[config.mk]
export PLATFORM = sky130hd
export DESIGN_NAME = router_idata_buffer
export DESIGN_NICKNAME = d
export VERILOG_FILES = /design/src/rtl/router_idata_buffer.sv
export SDC_FILE = /design/constraint.sdc
export NUM_CORES = 1
export LEC_CHECK = 0
export CAP_MARGIN = 5
export CORE_ASPECT_RATIO = 0.6
export CORE_MARGIN = 4
export CORE_UTILIZATION = 49
export CTS_CLUSTER_SIZE = 25
export DETAILED_ROUTE_END_ITERATION = 8
export PLACE_DENSITY = 0.84
export RECOVER_POWER = 50
export SYNTH_ARGS = -nofsm -noshare
export SYNTH_HDL_FRONTEND = slang
export SYNTH_SLANG_ARGS = --single-unit
[constraint.sdc]
create_clock -name clk -period 2.18 [get_ports clk]
set_clock_uncertainty 0.1 [all_clocks]
set_input_delay 0.436 -clock clk [delete_from_list [all_inputs] [get_ports clk]]
set_output_delay 0.436 -clock clk [all_outputs]
set_load 0.005 [all_outputs]
[src/rtl/router_idata_buffer.sv]
// router_idata_buffer: WIDTH x DEPTH input flit FIFO with valid/ready, pop credit and sticky overflow flag.
// Optional zero-latency empty bypass enabled by defining ROUTER_IDATA_BYPASS_EN.
module router_idata_buffer #(
   parameter int WIDTH = 32,
   parameter int DEPTH = 4,
   localparam int CNT_W = $clog2(DEPTH + 1)
) (
   input  logic             clk,
   input  logic             reset,
   input  logic             in_valid,
   output logic             in_ready,
   input  logic [WIDTH-1:0] in_data,
   output logic             out_valid,
   input  logic             out_ready,
   output logic [WIDTH-1:0] out_data,
   output logic [CNT_W-1:0] count,
   output logic             credit,
   output logic             ovf_err
);
   localparam int PW = $clog2(DEPTH);
   logic [WIDTH-1:0] mem [DEPTH];
   logic [PW-1:0] rd_ptr, wr_ptr;
   logic empty, full, push, pop, wr, rd;
   assign empty = count == '0;
   assign full = count == CNT_W'(DEPTH);
   assign in_ready = reset & ~full;
   assign push = in_valid & in_ready;
   assign pop = out_valid & out_ready;
`ifdef ROUTER_IDATA_BYPASS_EN
   assign out_valid = ~empty | (reset & in_valid);
   assign out_data = empty ? (reset ? in_data : '0) : mem[rd_ptr];
   assign rd = pop & ~empty;
   assign wr = push & ~(empty & pop);
`else
   assign out_valid = ~empty;
   assign out_data = empty ? '0 : mem[rd_ptr];
   assign rd = pop;
   assign wr = push;
`endif
   // storage write; contents are not cleared by reset
   always_ff @(posedge clk)
      if (wr) mem[wr_ptr] <= in_data;
   // pointers, occupancy, credit pulse and sticky overflow
   always_ff @(posedge clk)
      if (!reset) begin
         rd_ptr <= '0;
         wr_ptr <= '0;
         count <= '0;
         credit <= 1'b0;
         ovf_err <= 1'b0;
      end else begin
         if (wr) wr_ptr <= wr_ptr + PW'(1);
         if (rd) rd_ptr <= rd_ptr + PW'(1);
         count <= (wr & ~rd) ? count + CNT_W'(1) : (rd & ~wr) ? count - CNT_W'(1) : count;
         credit <= pop;
         ovf_err <= ovf_err | (in_valid & ~in_ready);
      end
endmodule

==> run_1/m4.png <==
(4 px per micron) Supply wires on this layer in gray.
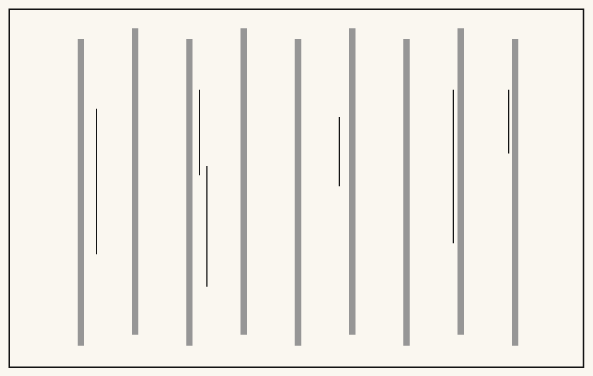
longest straight run: 38.1 microns
wire length on this layer: 158 microns
nets with wire on the layer: 4
main direction: vertical
share of all routed wire: 1.4%
post-detailed-routing wire length: 11190 microns
via count of the routed design: 2827

==> run_1/congestion_map.png <==
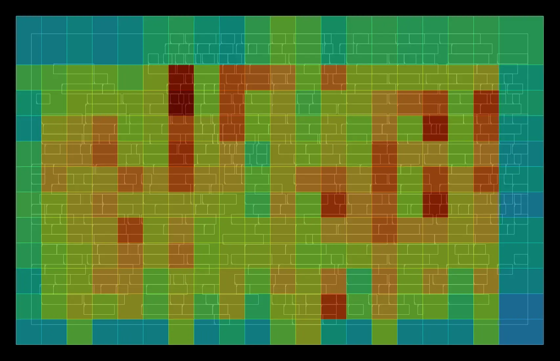
M2 GR Usage: 30.58%
WL/cell: 20.88 microns
GR met1 Demand/Resource: 23.87%
gr usage total: 18.62%

==> run_1/closeup.png <==
Window x 57 to 87, y 12 to 42 microns. Cells in gray, sequential cells in the stronger gray; small squares are vias.
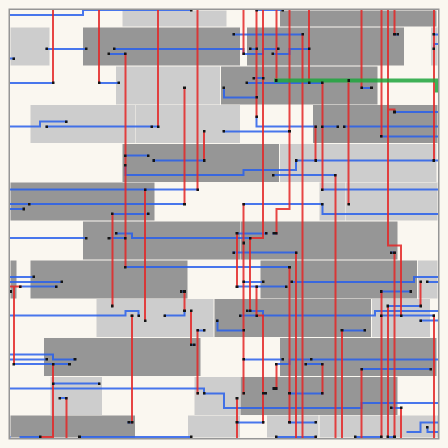
[red] M2
[blue] M1
[green] M3
netlist names of flops here include: mem (15)
sequential cells in the window: 15
most frequent: edfxtp_1 (15), dlygate4sd3_1 (3), buf_12 (3)
cells with their middle in the window: 28

[run 1: synthesized netlist by cell type]
cell                       instances
sky130_fd_sc_hd__nor2b_1           2
sky130_fd_sc_hd__clkbuf_1          4
sky130_fd_sc_hd__o31ai_1           1
sky130_fd_sc_hd__o21ai_0           1
sky130_fd_sc_hd__o311ai_0          1
sky130_fd_sc_hd__or3b_1            1
sky130_fd_sc_hd__a31oi_1           1
sky130_fd_sc_hd__nor2_1            1
sky130_fd_sc_hd__edfxtp_1        128
sky130_fd_sc_hd__mux4_2           32
sky130_fd_sc_hd__buf_2             1
sky130_fd_sc_hd__xnor2_1           3
sky130_fd_sc_hd__fa_1              1
sky130_fd_sc_hd__nand2_1           2
sky130_fd_sc_hd__inv_1             4
sky130_fd_sc_hd__or3_1             2
sky130_fd_sc_hd__xor2_1            1
sky130_fd_sc_hd__and3_1            2
sky130_fd_sc_hd__a21boi_0          1
sky130_fd_sc_hd__dfxtp_1          11
sky130_fd_sc_hd__buf_6             4
sky130_fd_sc_hd__mux2i_1           3
sky130_fd_sc_hd__ha_1              5
sky130_fd_sc_hd__buf_1             3
sky130_fd_sc_hd__and2_1           41
[run 1: state kept, by name, indices dropped and copies added, names as in the netlist, named ones only]
name,cells
mem,128
count,3
rd_ptr,2
wr_ptr,2
credit,1
ovf_err,1
[run 1: critical path: cells and delay by family, from the launching register on]
family,cells,cell delay [ns]
multiplexers,1,0.51
flip-flops,1,0.42
AND/OR/NAND/NOR,1,0.16
buffers and inverters,3,0.35
[run 1: power breakdown]
| group | leakage [nW] | switching (mW) | internal (mW) |
|---|---|---|---|
| Clock | 0.285 | 1.04 | 1.85 |
| Combinational | 1.11 | 1.37 | 2.36 |
| Sequential | 1.25 | 0.142 | 3.18 |
| Total | 2.65 | 2.56 | 7.39 |
==> notes.md, run 1 <==
The synthesis and place-and-route flow finished, so here is a summary.

Counting only logic cells after layout, the most numerous master is sky130_fd_sc_hd__edfxtp_1. The hold buffer count at CTS came out at 0. The reg-to-reg setup timing slack is -0.08 ns. The worst setup margin is -0.2130 ns. The report lists the cells along the critical path as buf_12 -> buf_6 -> mux4_2 -> and2_4 -> buf_6. The post-route DRC violation count is 0. The path class of the lowest-slack min-delay path is reg -> reg. The xor and xnor area share after synthesis is 0.6521%. Entering global routing, the biggest net connects 21 pins. The overall die size recorded for this design is 12760 sq um.

The kind of critical path is reg -> out. The first-pass GRT wire length came out at 16940 microns. The number of buffers inserted by post-CTS setup repair is 20. The multi-input gate count is 101. The number of clock buffer instances in the layout came out at 21. The number of nets in the final layout is 425.

The flow ran to the end, but the final reports show violations. 75 I/O pins were placed. Logic depth along the worst register-to-register path is recorded as 7. The share of the clock period used by the worst path is 109.8%. The flip-flop and latch count after synthesis is 139. The share of the core area taken by cells at floorplan is 50.54%. Hold analysis shows the worst path with a depth of 2. Counting the fill cells in the layout gives 622.

The critical path ends at out_data[6]. Yosys shows that the main logic family after synthesis is multiplexers. The final-report setup violation count is 33. The length of the first detailed-routing pass in iterations came out at 4. The synthesis report lists the most area-consuming cells as sky130_fd_sc_hd__edfxtp_1 72%, sky130_fd_sc_hd__mux4_2 13%, sky130_fd_sc_hd__and2_1 4.8%. The startpoint of the worst register-to-register path is count[0]$_SDFFE_PN0P_.

The proportion of synthesized area in mux cells is 13.97%. The slowest cell on the critical path is sky130_fd_sc_hd__mux4_2. The core region is 10630 sq um. The total power per unit cell area is 1327 nW/um^2. The average size of a mapped cell is 20.99 sq um. The routability-driven placement congestion ratio came out at 0.7262.

The yosys cell count came out at 256. The number of antenna diodes in the final layout is 1. The checks that failed: negative setup slack. Looking at the reg2reg group, the worst path ends at count[2]$_SDFFE_PN0P_. The routed length on met2 is 5628 microns. The cell-mix breakdown from Yosys lists the simple-gate area share as 5.845%. The path with the worst hold slack has its endpoint at ovf_err$_SDFF_PN0_.

The library cells used most frequently in the layout, excluding fill and tap cells, are 128 x sky130_fd_sc_hd__edfxtp_1, 38 x sky130_fd_sc_hd__buf_6, 32 x sky130_fd_sc_hd__mux4_2, 32 x sky130_fd_sc_hd__dlygate4sd3_1, 27 x sky130_fd_sc_hd__and2_4. Setup repair after global routing could not meet its margin everywhere.
==> run_1/route_heat.png <==
(3 px per micron) The die is cut into 29 by 18 equal tiles; white is low, dark blue is high, scaled to the fullest tile. Values are wire area over tile area, all layers added.
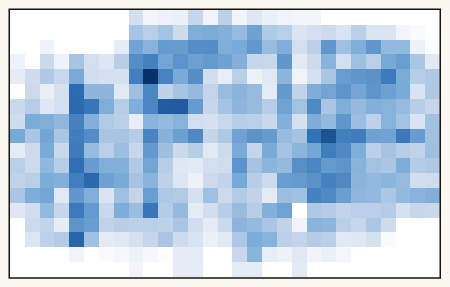

## Run 2: what changed since run 1
--- a/config.mk
+++ b/config.mk
@@ -7,7 +7,6 @@
 export LEC_CHECK = 0
 export CAP_MARGIN = 5
 export CORE_ASPECT_RATIO = 0.6
-export CORE_MARGIN = 4
 export CORE_UTILIZATION = 49
 export CTS_CLUSTER_SIZE = 25
 export DETAILED_ROUTE_END_ITERATION = 8
==> run_2/route_heat.png <==
(4 px per micron) The die is cut into 27 by 17 equal tiles; white is low, dark blue is high, scaled to the fullest tile. Values are wire area over tile area, all layers added.
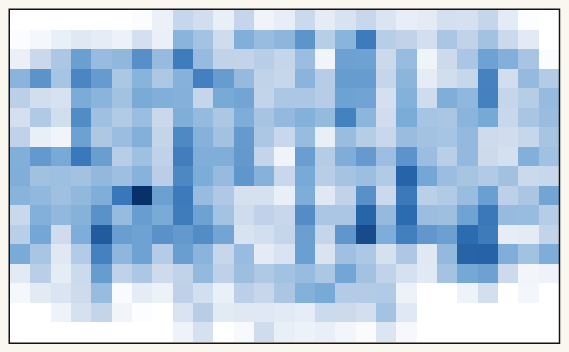
nearly empty tiles: 9.4%
fullest tile: 0.45
densest ninth of the die: middle left
tiles over half the peak: 18%
mean over tiles: 0.15
gr usage total: 20.06%
via count of the routed design: 2806
post-detailed-routing wire length: 10630 microns
WL/cell: 19.94 microns

==> run 2 against run 1 <==
Effect of this change:
- the run still ends with negative setup slack left
- fmax is 0.58% higher
- worst setup slack improved by 0.014 ns
- sequential cell count stayed put
- critical endpoint is now out_data[17]
- wire length shrank 5.0%
- via count fell by 0.74%
- worst hold slack got worse by 0.0062 ns
- sequential share of layout area grew 0.85 points
==> notes.md, run 2 <==
The synthesis and place-and-route flow finished, so here is a summary.

The internal power was 7.066 mW (-4.4%). The yosys cell count came to 256 (unchanged). The part of the total power dissipated in combinational logic is 39.2% (+1.7 points). Setup repair after global routing could not meet its margin everywhere. The main area contributors are sky130_fd_sc_hd__edfxtp_1 72%, sky130_fd_sc_hd__mux4_2 13%, sky130_fd_sc_hd__and2_1 4.8%. Yosys instantiated no cell more often than sky130_fd_sc_hd__edfxtp_1. The flow ran to the end, but the final reports show violations. The area inside the core boundary came out at 10630 sq um (unchanged). The hold buffer count at CTS came out at 0 (unchanged). The reg-to-reg setup timing slack is -0.07 ns (about the same). The endpoint identified for the worst register-to-register timing path is count[2]$_SDFFE_PN0P_.

In the synthesized netlist the dominant register cell turns out to be sky130_fd_sc_hd__edfxtp_1. Sorting the synthesized cells by how often they occur yields 128 x sky130_fd_sc_hd__edfxtp_1, 41 x sky130_fd_sc_hd__and2_1, 32 x sky130_fd_sc_hd__mux4_2, 11 x sky130_fd_sc_hd__dfxtp_1, 5 x sky130_fd_sc_hd__ha_1. The final-report setup violation count is 33 (unchanged).

The first-pass GRT wire length is 15930 microns (-5.9%). The proportion of register bits with asynchronous set or reset after synthesis is 0% (unchanged). The worst setup margin came out at -0.1992 ns (+0.01379 ns). Per the timing report, the most critical flop-to-flop path originates at count[0]$_SDFFE_PN0P_. The share of the clock period used by the worst path is 109.1% (-0.63 points). The post-synth tally of flip-flops with integrated enable is 128 (unchanged). The depth of the worst register-to-register path is 9 (+2). The routability-driven placement congestion ratio is 0.7439 (+2.4%). The checks that failed: negative setup slack. The combinational cell power came out at 3.73 mW (about the same).
==> run_2/congestion_map.png <==
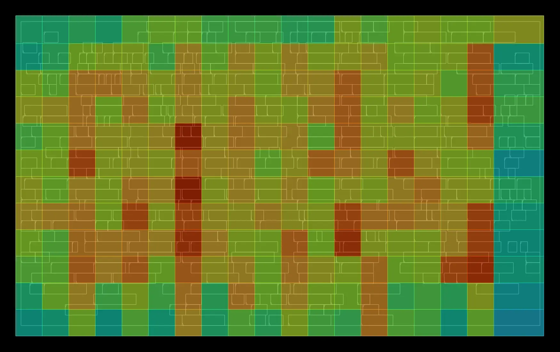
M2 GR Usage: 31.96%
final core utilization: 69.39%

-- run 2: final cells by class --
type | count | share of cell area [%]
Sequential cell | 139 | 55.17
Multi-Input combinational cell | 101 | 17.74
Timing Repair Buffer | 119 | 17.52
Clock buffer | 19 | 5.868
Tap cell | 139 | 2.358
Clock inverter | 11 | 1.102
Inverter | 4 | 0.2035
Antenna cell | 1 | 0.03392
-- run 2: through the flow --
step	hold WS (ns)	instances	util (%)	area, sq um	setup TNS [ns]
finish	0.3993	533	69.39	7377	-4.606
floorplan	0.3748	256	-	5375	0
global route	0.4368	532	69.37	7375	-6.726
global placement	0.3797	481	61.62	6551	-2.098
detailed placement	0.3948	481	61.62	6551	-2.544
CTS	0.4065	532	69.31	7368	-6.150
-- run 2: cell families after synthesis --
logic type / share of synthesized area, %
simple gates: 5.845
mux: 13.97
compound gates: 0.6522
flops: 75.64
buf+inv: 1.700
xor+xnor: 0.6522
fa+ha+maj: 1.537
-- run 2: worst max-delay path by stage --
stage / startpoint / endpoint / slack, ns / cells after the start
after global routing: flop / out_data[17] / -0.25 / 5
after floorplan: count[2]$_SDFFE_PN0P_ / count[2]$_SDFFE_PN0P_ / 0.01 / 9
after global placement: in_valid / count[2]$_SDFFE_PN0P_ / -0.25 / 8
final: flop / out_data[17] / -0.20 / 5
after detailed placement: reset / count[2]$_SDFFE_PN0P_ / -0.35 / 8
after CTS: flop / out_data[9] / -0.23 / 5
-- run 2: critical path, delay by kind of cell (launching register included) --
family	cells	cell delay, ns
simple gates	1	0.15
flops	1	0.43
mux	1	0.50
buf+inv	3	0.37
-- run 2: layer usage --
| layer | vias up | global-route usage, % |
|---|---|---|
| met5 | - | 0 |
| met4 | 0 | 5.994 |
| met3 | 13 | 6.044 |
| met2 | 87 | 31.96 |
| met1 | 1435 | 26.77 |
| li1 | 1271 | - |
Power is estimated from default activity; no workload was simulated.
